[src/rtl/reg_bank_pkg.sv]
// Shared datapath constants for the register file and the destination select.
// The fixed register numbers here are the ones the destination select must also use.
package reg_bank_pkg;

    localparam int DATA_W   = 32;
    localparam int ADDR_W   = 5;
    localparam int NUM_REGS = 1 << ADDR_W;

    typedef logic [ADDR_W-1:0] reg_num_t;
    typedef logic [DATA_W-1:0] reg_data_t;

    localparam reg_num_t  REG_ZERO         = reg_num_t'(0);
    localparam reg_num_t  REG_SP           = reg_num_t'(29);
    localparam reg_num_t  REG_RA           = reg_num_t'(31);
    localparam reg_data_t SP_RESET_DEFAULT = 32'd227;

    // Write-port bundle handed to each read port for bypass decisions.
    typedef struct packed {
        logic      we;
        reg_num_t  addr;
        reg_data_t data;
    } wr_port_t;

    function automatic logic is_zero_reg(input reg_num_t num);
        return num == REG_ZERO;
    endfunction

endpackage

[src/rtl/reg_bank_if.sv]
// Register file bus: two registered read ports, one write port, sticky $0-write flag.
// The master drives addresses, load enables and the write port; the slave returns operands.
interface reg_bank_if;
    import reg_bank_pkg::*;

    reg_num_t  rs_addr;
    reg_num_t  rt_addr;
    logic      a_load;
    logic      b_load;
    logic      reg_write;
    reg_num_t  wr_addr;
    reg_data_t wr_data;
    reg_data_t a_out;
    reg_data_t b_out;
    logic      zero_write;

    modport master (
        output rs_addr, rt_addr, a_load, b_load, reg_write, wr_addr, wr_data,
        input  a_out, b_out, zero_write
    );

    modport slave (
        input  rs_addr, rt_addr, a_load, b_load, reg_write, wr_addr, wr_data,
        output a_out, b_out, zero_write
    );

endinterface

[src/rtl/reg_bank_read_port.sv]
// Combinational read-port selector: forces $0 to zero and forwards a same-cycle
// write to the same register (write-first) ahead of the stored array value.
module reg_bank_read_port
    import reg_bank_pkg::*;
(
    input  reg_num_t  i_addr,
    input  wr_port_t  i_wr,
    input  reg_data_t i_arr_val,
    output reg_data_t o_value
);

    always_comb begin
        o_value = i_arr_val;
        if (is_zero_reg(i_addr)) begin
            o_value = '0;
        end else if (i_wr.we && (i_wr.addr == i_addr)) begin
            o_value = i_wr.data;
        end
    end

endmodule

[src/rtl/reg_bank.sv]
// 32 x 32 register file with registered A/B operand outputs, write-first bypass,
// hard-wired $0 and a sticky flag recording any attempted write to $0.
module reg_bank
    import reg_bank_pkg::*;
#(
    parameter reg_data_t SP_RESET = SP_RESET_DEFAULT
) (
    input  logic       clk,
    input  logic       reset_n,
    reg_bank_if.slave  bus
);

    // Every register needs a reset value ($29 is non-zero), so the array is flops.
    logic [NUM_REGS-1:0][DATA_W-1:0] w_regs;
    wr_port_t  w_wr;
    reg_data_t w_a_value;
    reg_data_t w_b_value;
    reg_data_t r_a_out;
    reg_data_t r_b_out;
    logic      r_zero_write;

    assign w_wr.we   = bus.reg_write;
    assign w_wr.addr = bus.wr_addr;
    assign w_wr.data = bus.wr_data;

    genvar gi;
    generate
        for (gi = 0; gi < NUM_REGS; gi++) begin : g_reg
            if (gi == int'(REG_ZERO)) begin : g_zero
                assign w_regs[gi] = '0;
            end else begin : g_gpr
                localparam reg_num_t NUM = reg_num_t'(gi);
                localparam reg_data_t RST_VAL = (NUM == REG_SP) ? SP_RESET : '0;
                reg_data_t r_q;

                always_ff @(posedge clk or negedge reset_n) begin
                    if (!reset_n) begin
                        r_q <= RST_VAL;
                    end else if (w_wr.we && (w_wr.addr == NUM)) begin
                        r_q <= w_wr.data;
                    end
                end

                assign w_regs[gi] = r_q;
            end
        end
    endgenerate

    reg_bank_read_port u_port_a (
        .i_addr    (bus.rs_addr),
        .i_wr      (w_wr),
        .i_arr_val (w_regs[bus.rs_addr]),
        .o_value   (w_a_value)
    );

    reg_bank_read_port u_port_b (
        .i_addr    (bus.rt_addr),
        .i_wr      (w_wr),
        .i_arr_val (w_regs[bus.rt_addr]),
        .o_value   (w_b_value)
    );

    always_ff @(posedge clk or negedge reset_n) begin
        if (!reset_n) begin
            r_a_out      <= '0;
            r_b_out      <= '0;
            r_zero_write <= 1'b0;
        end else begin
            if (bus.a_load) begin
                r_a_out <= w_a_value;
            end
            if (bus.b_load) begin
                r_b_out <= w_b_value;
            end
            if (w_wr.we && is_zero_reg(w_wr.addr)) begin
                r_zero_write <= 1'b1;
            end
        end
    end

    assign bus.a_out      = r_a_out;
    assign bus.b_out      = r_b_out;
    assign bus.zero_write = r_zero_write;

endmodule

[src/flat_wrapper.sv]
// flat-port wrapper written by rule: the top's interface ports become plain ports
module reg_bank_flat import reg_bank_pkg::*;
#(
    parameter reg_data_t SP_RESET = SP_RESET_DEFAULT
)
  (clk, reset_n, bus_rs_addr, bus_rt_addr, bus_a_load, bus_b_load, bus_reg_write, bus_wr_addr, bus_wr_data, bus_a_out, bus_b_out, bus_zero_write);
  reg_bank_if bus_i ();
  input  logic clk;
  input  logic reset_n;
  input wire logic [$bits(bus_i.rs_addr)-1:0] bus_rs_addr;
  input wire logic [$bits(bus_i.rt_addr)-1:0] bus_rt_addr;
  input wire logic [$bits(bus_i.a_load)-1:0] bus_a_load;
  input wire logic [$bits(bus_i.b_load)-1:0] bus_b_load;
  input wire logic [$bits(bus_i.reg_write)-1:0] bus_reg_write;
  input wire logic [$bits(bus_i.wr_addr)-1:0] bus_wr_addr;
  input wire logic [$bits(bus_i.wr_data)-1:0] bus_wr_data;
  output wire logic [$bits(bus_i.a_out)-1:0] bus_a_out;
  output wire logic [$bits(bus_i.b_out)-1:0] bus_b_out;
  output wire logic [$bits(bus_i.zero_write)-1:0] bus_zero_write;
  assign bus_i.rs_addr = bus_rs_addr;
  assign bus_i.rt_addr = bus_rt_addr;
  assign bus_i.a_load = bus_a_load;
  assign bus_i.b_load = bus_b_load;
  assign bus_i.reg_write = bus_reg_write;
  assign bus_i.wr_addr = bus_wr_addr;
  assign bus_i.wr_data = bus_wr_data;
  assign bus_a_out = bus_i.a_out;
  assign bus_b_out = bus_i.b_out;
  assign bus_zero_write = bus_i.zero_write;
  reg_bank #(.SP_RESET(SP_RESET)) u_core (.clk(clk), .reset_n(reset_n), .bus(bus_i));
endmodule
[config.mk]
export PLATFORM = sky130hd
export DESIGN_NAME = reg_bank_flat
export DESIGN_NICKNAME = d
export VERILOG_FILES = /design/src/rtl/reg_bank_pkg.sv /design/src/rtl/reg_bank_if.sv /design/src/rtl/reg_bank_read_port.sv /design/src/rtl/reg_bank.sv /design/src/flat_wrapper.sv
export SDC_FILE = /design/constraint.sdc
export NUM_CORES = 2
export LEC_CHECK = 0
export CAP_MARGIN = 15
export CORE_AREA = 5 5 432 540
export CTS_CLUSTER_SIZE = 28
export DETAILED_ROUTE_END_ITERATION = 16
export DIE_AREA = 0 0 437 545
export SLEW_MARGIN = 30
export SYNTH_ARGS = -nofsm -noshare
export SYNTH_HDL_FRONTEND = slang
export SYNTH_SLANG_ARGS = --single-unit
[constraint.sdc]
create_clock -name clk -period 3.15 [get_ports clk]
set_clock_uncertainty 0.1 [all_clocks]
set_input_delay 0.945 -clock clk [delete_from_list [all_inputs] [get_ports clk]]
set_output_delay 0.945 -clock clk [all_outputs]
set_load 0.1 [all_outputs]
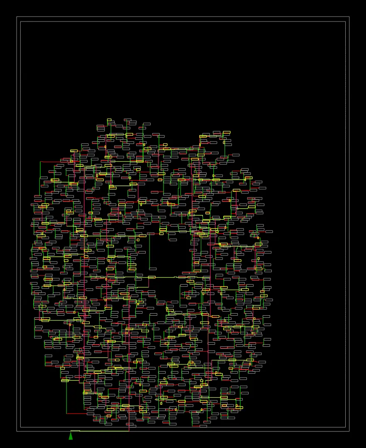
(the clock network)
clock group total power: 13.8 mW
Late-Pin Clk Latency: 0.75 ns
CTS sink cnt: 1057

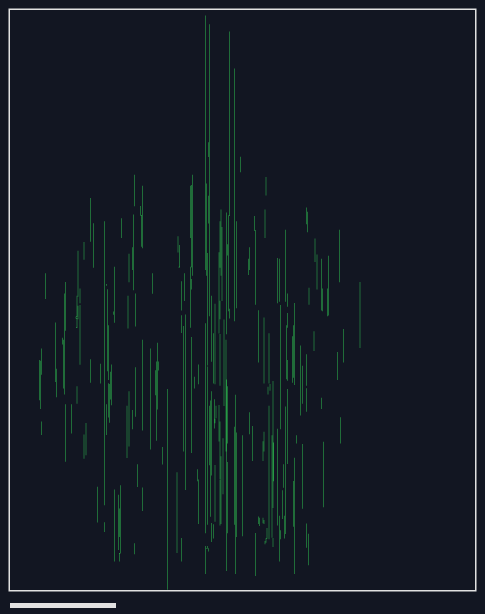
(the metal 4 layer)
Scale bar: 100 µm.
- wire length on this layer: 10500 µm
- nets with wire on the layer: 122
- longest straight run: 274 µm

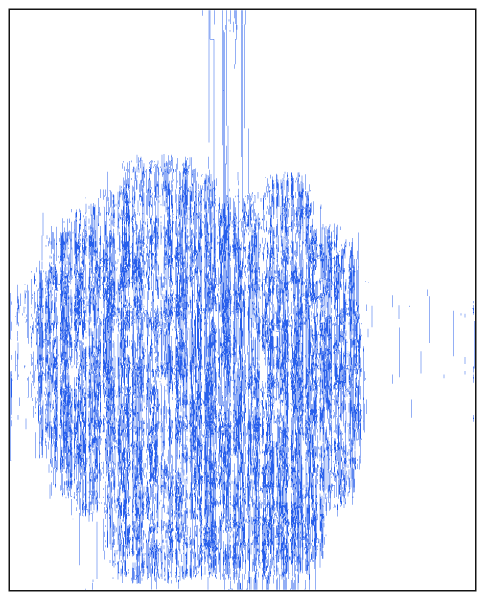
(metal 2)
- share of all routed wire: 48%
- wire length on this layer: 97.8 mm
- longest straight run: 219 µm
- main direction: vertical
- nets with wire on the layer: 4031

==> impl_results.rst <==
Run summary
-----------

.. list-table::
   :header-rows: 1

   * - Metric
     - Value
   * - Result of the run
     - finished, final reports clean
   * - Post-layout minimum cycle time
     - 2.714 ns
   * - Max layer used
     - met5
   * - Total via count after detailed routing
     - 39650
   * - Power dissipated by switching net loads
     - 12.48 mW
   * - CP startpoint kind
     - flop
   * - Global routing's busiest layer
     - met2
   * - # IOs
     - between 100 and 150
   * - Sum of overflow across all layers after global routing
     - 0
   * - Horizontal extent of the die
     - 437 µm
   * - Well Taps
     - 2970
   * - Number of buffers between clock root and the deepest sink
     - 3
   * - First-pass DRT Iterations
     - 8
   * - MaxCap Viol Count
     - 0
   * - Clock Power Share
     - 0.329
   * - Synth area leader
     - dfrtp_1
   * - Sequential cell fraction of total power
     - 0.437
   * - Number of setup violations in the final report
     - 0
   * - Sequential cell area in the final layout
     - 0.02646 mm²
   * - Cells after Synth
     - between 4000 and 5000
   * - Number of global-route vias before repair
     - 41720
   * - Final nets
     - 4396
   * - Cell group occupying the most layout area
     - multi-input combinational cells
   * - Post-synthesis compound-gate area fraction
     - 0.06558
   * - Multi-input combinational cell area
     - ~0.028 mm²
   * - Static power due to leakage
     - a little under 30 nW
   * - Sequential area share after synthesis
     - 0.4678
   * - TritonCTS clock tree
     - built
   * - Final period util
     - 0.8616
   * - Post-Synthesis Net Count
     - 4122
   * - Most repeated cell in the gate-level netlist after synthesis
     - mux2_2
   * - Drt drc
     - 0
   * - Required time worst endpoint
     - 2.10 ns
   * - Beginning of the worst hold path
     - u_core.bus.a_out[4]
   * - Total power after layout
     - 41.89 mW
   * - Final Worst Setup Slack
     - 0.4359 ns
   * - Worst setup EP type
     - output port
   * - Routed wire length on met3
     - around 14000 µm
   * - Worst setup path class
     - reg2out
   * - Detailed placer's ending HPWL
     - 138400 µm
   * - Hold/Removal Path Class
     - reg2reg
   * - Die Ht
     - between 500 and 600 µm
   * - Setup repair after global routing missed its margin
     - false
   * - Max transition margin
     - 0.3691
   * - Met2 Usage GRT
     - 0.2805
   * - Adder-Cell Fraction of Synth Area
     - 0
Power and IR drop assume default switching activity.
